**Congestion heat map**

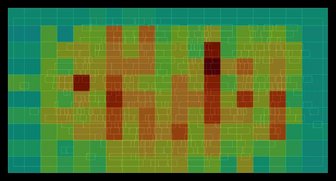
**Met1 routing**

Drawn at 3 px/um.
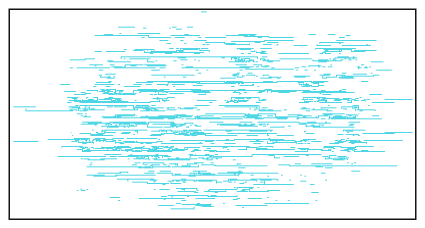
**Sequential cells coloured by netlist name**

Drawn at 4 px/um.
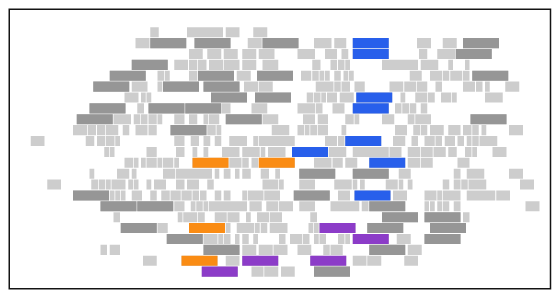
[src/rtl/bbcpu_pkg.sv]
// Shared types and default sizes for the loader and the program RAM.
package bbcpu_pkg;

  localparam int BBCPU_ADDRESS_WIDTH = 4;
  localparam int BBCPU_WIDTH         = 8;

  typedef enum logic [2:0] {
    ST_IDLE,
    ST_WAIT,
    ST_ADDR,
    ST_WRITE,
    ST_VADDR,
    ST_VREAD,
    ST_CHECK
  } loader_state_e;

  typedef enum logic [1:0] {
    CMD_NOP,
    CMD_ADDR,
    CMD_WRITE,
    CMD_READ
  } bus_cmd_e;

endpackage

[src/rtl/ram_bus_driver.sv]
// Registers the RAM strobes and bus value from a one-hot-by-construction command,
// so at most one strobe is ever high and oe always accompanies it.
module ram_bus_driver
  import bbcpu_pkg::*;
#(
  parameter int WIDTH = BBCPU_WIDTH
) (
  input  logic             clk,
  input  logic             rst,
  input  bus_cmd_e         cmd_i,
  input  logic [WIDTH-1:0] value_i,
  output logic [WIDTH-1:0] bus_out_o,
  output logic             oe_o,
  output logic             enable_o,
  output logic             addr_enable_o,
  output logic             write_enable_o
);

  logic [WIDTH-1:0] bus_out_q, bus_out_d;
  logic             oe_q, oe_d;
  logic             enable_q, enable_d;
  logic             addr_enable_q, addr_enable_d;
  logic             write_enable_q, write_enable_d;

  always_comb begin
    bus_out_d      = '0;
    oe_d           = 1'b0;
    enable_d       = 1'b0;
    addr_enable_d  = 1'b0;
    write_enable_d = 1'b0;
    case (cmd_i)
      CMD_ADDR: begin
        oe_d          = 1'b1;
        addr_enable_d = 1'b1;
        bus_out_d     = value_i;
      end
      CMD_WRITE: begin
        oe_d           = 1'b1;
        write_enable_d = 1'b1;
        bus_out_d      = value_i;
      end
      CMD_READ: begin
        oe_d     = 1'b1;
        enable_d = 1'b1;
      end
      default: ;
    endcase
  end

  always_ff @(posedge clk or negedge rst) begin
    if (!rst) begin
      bus_out_q      <= '0;
      oe_q           <= 1'b0;
      enable_q       <= 1'b0;
      addr_enable_q  <= 1'b0;
      write_enable_q <= 1'b0;
    end else begin
      bus_out_q      <= bus_out_d;
      oe_q           <= oe_d;
      enable_q       <= enable_d;
      addr_enable_q  <= addr_enable_d;
      write_enable_q <= write_enable_d;
    end
  end

  assign bus_out_o      = bus_out_q;
  assign oe_o           = oe_q;
  assign enable_o       = enable_q;
  assign addr_enable_o  = addr_enable_q;
  assign write_enable_o = write_enable_q;

endmodule

[src/rtl/ram_loader.sv]
// Streams an image into program RAM from address 0, reads it back and compares checksums.
//  state  | meaning
//  IDLE   | waiting for start; CPU released
//  WAIT   | in_ready high, waiting for a stream word
//  ADDR   | address strobe for the current write
//  WRITE  | write strobe with the captured word
//  VADDR  | address strobe for the verify read
//  VREAD  | read enable; sample read data into rsum
//  CHECK  | done/error published; back to IDLE
module ram_loader
  import bbcpu_pkg::*;
#(
  parameter int ADDRESS_WIDTH = BBCPU_ADDRESS_WIDTH,
  parameter int WIDTH         = BBCPU_WIDTH,
  parameter int MEMORY_SIZE   = 1 << ADDRESS_WIDTH
) (
  input  logic                   clk,
  input  logic                   rst,
  input  logic                   start,
  input  logic                   in_valid,
  input  logic [WIDTH-1:0]       in_data,
  input  logic                   in_last,
  output logic                   in_ready,
  input  logic [WIDTH-1:0]       ram_bus_in,
  output logic [WIDTH-1:0]       ram_bus_out,
  output logic                   ram_bus_oe,
  output logic                   ram_enable,
  output logic                   ram_addr_enable,
  output logic                   ram_write_enable,
  output logic                   cpu_hold,
  output logic                   done,
  output logic                   error,
  output logic [ADDRESS_WIDTH:0] word_count
);

  localparam logic [ADDRESS_WIDTH-1:0] ADDR_LAST = ADDRESS_WIDTH'(MEMORY_SIZE - 1);

  loader_state_e            state_q, state_d;
  logic [ADDRESS_WIDTH-1:0] addr_q, addr_d;
  logic [ADDRESS_WIDTH-1:0] vaddr_q, vaddr_d;
  logic [ADDRESS_WIDTH:0]   count_q, count_d;
  logic [WIDTH-1:0]         data_q, data_d;
  logic                     last_q, last_d;
  logic [WIDTH-1:0]         wsum_q, wsum_d;
  logic [WIDTH-1:0]         rsum_q, rsum_d;
  logic                     done_q, done_d;
  logic                     error_q, error_d;
  logic                     hold_q, hold_d;

  bus_cmd_e                 cmd;
  logic [WIDTH-1:0]         cmd_value;

  always_comb begin
    state_d = state_q;
    addr_d  = addr_q;
    vaddr_d = vaddr_q;
    count_d = count_q;
    data_d  = data_q;
    last_d  = last_q;
    wsum_d  = wsum_q;
    rsum_d  = rsum_q;
    done_d  = done_q;
    error_d = error_q;
    hold_d  = hold_q;

    case (state_q)
      ST_IDLE: begin
        if (start) begin
          state_d = ST_WAIT;
          done_d  = 1'b0;
          error_d = 1'b0;
          addr_d  = '0;
          vaddr_d = '0;
          count_d = '0;
          wsum_d  = '0;
          rsum_d  = '0;
          hold_d  = 1'b1;
        end
      end
      ST_WAIT: begin
        if (in_valid) begin
          data_d  = in_data;
          last_d  = in_last;
          state_d = ST_ADDR;
        end
      end
      ST_ADDR: state_d = ST_WRITE;
      ST_WRITE: begin
        wsum_d  = wsum_q + data_q;
        count_d = count_q + 1'b1;
        // Full check happens before the increment so the address never wraps.
        if (last_q || (addr_q == ADDR_LAST)) begin
          vaddr_d = '0;
          state_d = ST_VADDR;
        end else begin
          addr_d  = addr_q + 1'b1;
          state_d = ST_WAIT;
        end
      end
      ST_VADDR: state_d = ST_VREAD;
      ST_VREAD: begin
        rsum_d = rsum_q + ram_bus_in;
        if ({1'b0, vaddr_q} == (count_q - 1'b1)) begin
          // Flags are registered on entry so they are visible during CHECK.
          state_d = ST_CHECK;
          done_d  = 1'b1;
          error_d = (rsum_d != wsum_q);
          hold_d  = 1'b0;
        end else begin
          vaddr_d = vaddr_q + 1'b1;
          state_d = ST_VADDR;
        end
      end
      ST_CHECK: state_d = ST_IDLE;
      default:  state_d = ST_IDLE;
    endcase
  end

  // Strobes are registered, so the command is derived from the state being entered.
  always_comb begin
    cmd       = CMD_NOP;
    cmd_value = '0;
    case (state_d)
      ST_ADDR: begin
        cmd       = CMD_ADDR;
        cmd_value = WIDTH'(addr_d);
      end
      ST_WRITE: begin
        cmd       = CMD_WRITE;
        cmd_value = data_d;
      end
      ST_VADDR: begin
        cmd       = CMD_ADDR;
        cmd_value = WIDTH'(vaddr_d);
      end
      ST_VREAD: cmd = CMD_READ;
      default: ;
    endcase
  end

  always_ff @(posedge clk or negedge rst) begin
    if (!rst) begin
      state_q <= ST_IDLE;
      addr_q  <= '0;
      vaddr_q <= '0;
      count_q <= '0;
      data_q  <= '0;
      last_q  <= 1'b0;
      wsum_q  <= '0;
      rsum_q  <= '0;
      done_q  <= 1'b0;
      error_q <= 1'b0;
      hold_q  <= 1'b0;
    end else begin
      state_q <= state_d;
      addr_q  <= addr_d;
      vaddr_q <= vaddr_d;
      count_q <= count_d;
      data_q  <= data_d;
      last_q  <= last_d;
      wsum_q  <= wsum_d;
      rsum_q  <= rsum_d;
      done_q  <= done_d;
      error_q <= error_d;
      hold_q  <= hold_d;
    end
  end

  ram_bus_driver #(
    .WIDTH(WIDTH)
  ) u_bus (
    .clk           (clk),
    .rst           (rst),
    .cmd_i         (cmd),
    .value_i       (cmd_value),
    .bus_out_o     (ram_bus_out),
    .oe_o          (ram_bus_oe),
    .enable_o      (ram_enable),
    .addr_enable_o (ram_addr_enable),
    .write_enable_o(ram_write_enable)
  );

  assign in_ready   = (state_q == ST_WAIT);
  assign cpu_hold   = hold_q;
  assign done       = done_q;
  assign error      = error_q;
  assign word_count = count_q;

endmodule

[config.mk]
export PLATFORM = sky130hd
export DESIGN_NAME = ram_loader
export DESIGN_NICKNAME = d
export VERILOG_FILES = /design/src/rtl/bbcpu_pkg.sv /design/src/rtl/ram_bus_driver.sv /design/src/rtl/ram_loader.sv
export SDC_FILE = /design/constraint.sdc
export NUM_CORES = 1
export LEC_CHECK = 0
export ABC_AREA = 0
export CORE_ASPECT_RATIO = 0.5
export CORE_MARGIN = 2
export CORE_UTILIZATION = 39
export DETAILED_ROUTE_END_ITERATION = 8
export PLACE_DENSITY_LB_ADDON = 0.3
export SKIP_CTS_REPAIR_TIMING = 1
export SYNTH_ARGS = -nofsm -noshare
export SYNTH_HDL_FRONTEND = slang
export SYNTH_SLANG_ARGS = --single-unit
[constraint.sdc]
create_clock -name clk -period 4.4 [get_ports clk]
set_input_delay 0.88 -clock clk [delete_from_list [all_inputs] [get_ports clk]]
set_output_delay 0.88 -clock clk [all_outputs]
set_load 0.03 [all_outputs]
==> impl_metrics.yaml <==
# yosys + openroad results
finish:
  layout.nets: 421
  most_numerous_logic_cell_after_layout: "sky130_fd_sc_hd__dfrtp_1"
  nClkBuffers: 5
  logic_gates: 252
  layout.filler_cells: 756
  largestClassByArea: "multi-input combinational cells"
  inverters: 18
  instances_no_fill: 489
  layout.cells.most_common_list: "sky130_fd_sc_hd__dfrtp_1, sky130_fd_sc_hd__nand2_1, sky130_fd_sc_hd__clkdlybuf4s50_1"
  comb_share_pct: 44.78
  combGateArea_mm2: 0.001765
pwr:
  internal_dissipation_uw: 1623
  power.density_mw_per_mm2: 741.4
  power.leakage_uw: 0.001775
  net_sw_power_uw: 1301
  pg_comb_uw: 1590
  total_power_uw: 2923
  power.switching_fraction_pct: 44.49
  combinational_share_of_power_pct: 54.5
flow_run:
  openroad.warnings: 30
final_timing:
  rsz0062_at_grt: "false"
  postLayoutSetupSlackWorst_ps: 1273
  worst-slew-pin-transition_ps: 785.0
  timing.final.setup_violations: 0
  worst_slew_margin_rel_pct: 47.67
  timing.final.hold_violations: 0
  final_cycle_utilization_of_the_critical_path_pct: 71.08
placement:
  placed_instance_area_mm2: 0.003795
route:
  route.met3.wl_um: 505
  met2_wirelength_um: 3405
  drt_pass1_iterations: 4
  wl_met1_um: 3673
  detail-route-antenna-nets: 0
  dr.first_iter.drc_count: 188
  top_layer: "met4"
worst_setup_path:
  timing.critical_path.fanout_max: 6
  worst_r2r_startpoint: "word_count[0]$_DFFE_PN0P_"
  crit_path_max_incr_delay_ps: 550
  cp_data_required_time_ps: 4570
  crit_end: "u_bus.bus_out_o[3]$_DFF_PN0_"
  timing.critical_path.slowest_stage_cell: "sky130_fd_sc_hd__or4_4"
  startpoint: "word_count[0]$_DFFE_PN0P_"
  timing.critical_path.cells: "inv_1 -> ha_1 -> inv_1 -> o41a_1 -> or4_4 -> or2_1 -> a221oi_4 -> ha_1 -> inv_1 -> o22ai_1"
  worst_setup_path_start_kind: "flip-flop"
  setup.worst_path.class: "flip-flop to flip-flop"
logic_synthesis:
  synth.mux.area_fraction_pct: 3.629
  ys_chip_area_mm2: 0.003344
  post_synth_main_logic_family: "AND-OR/OR-AND gates"
  postSynthSeqShare_pct: 41.90
  yosysTopAreaCellShare_pct: 41.90
  synth.cellmix.simpleShare_pct: 15.68
  gate_count_after_technology_mapping: 338
  adder_share_pct: 9.727
  top_area_cell: "sky130_fd_sc_hd__dfrtp_1"
  postSynthNetCount: 383
  synth_async_sr_flop_share_pct: 100.0
  edf_count: 0
  synthFlopType: "sky130_fd_sc_hd__dfrtp_1"
  ys_top_cells_by_area: "sky130_fd_sc_hd__dfrtp_1, sky130_fd_sc_hd__ha_1, sky130_fd_sc_hd__nand2_1"
cts:
  clk_path_buf_depth: 2
  cts_buffers: 5
outcome:
  status: "finished, final reports clean"
die:
  top_level_ports: 42
  die-width_um: 135.0
  core_mm2: 0.008173
  row_count: 23
grt:
  grt_overflow: 0
## Picture notes: 'congestion heat map'
Total GRT Usage: 17.74%
met3 track demand over resource in global routing: 3.655%

## Picture notes: 'met1 routing'
main direction: horizontal
nets with wire on the layer: 395
M1 GR Usage: 25.55%
detailed-route via count: 2624
total wire length after detailed routing: 7705 um

## Picture notes: 'sequential cells coloured by netlist name'
| colour | signal | sequential cells |
|---|---|---|
| blue | `wsum_q` | 8 |
| purple | `word_count` | 5 |
| orange | `vaddr_q` | 4 |
post-layout utilization of the core: 48.24%
Seq group: 927 uW
sequential cell area in the final layout: 0.001401 mm2
Seq area share: 35.54%

No activity file was given, so power comes from the tool's default toggle rates.
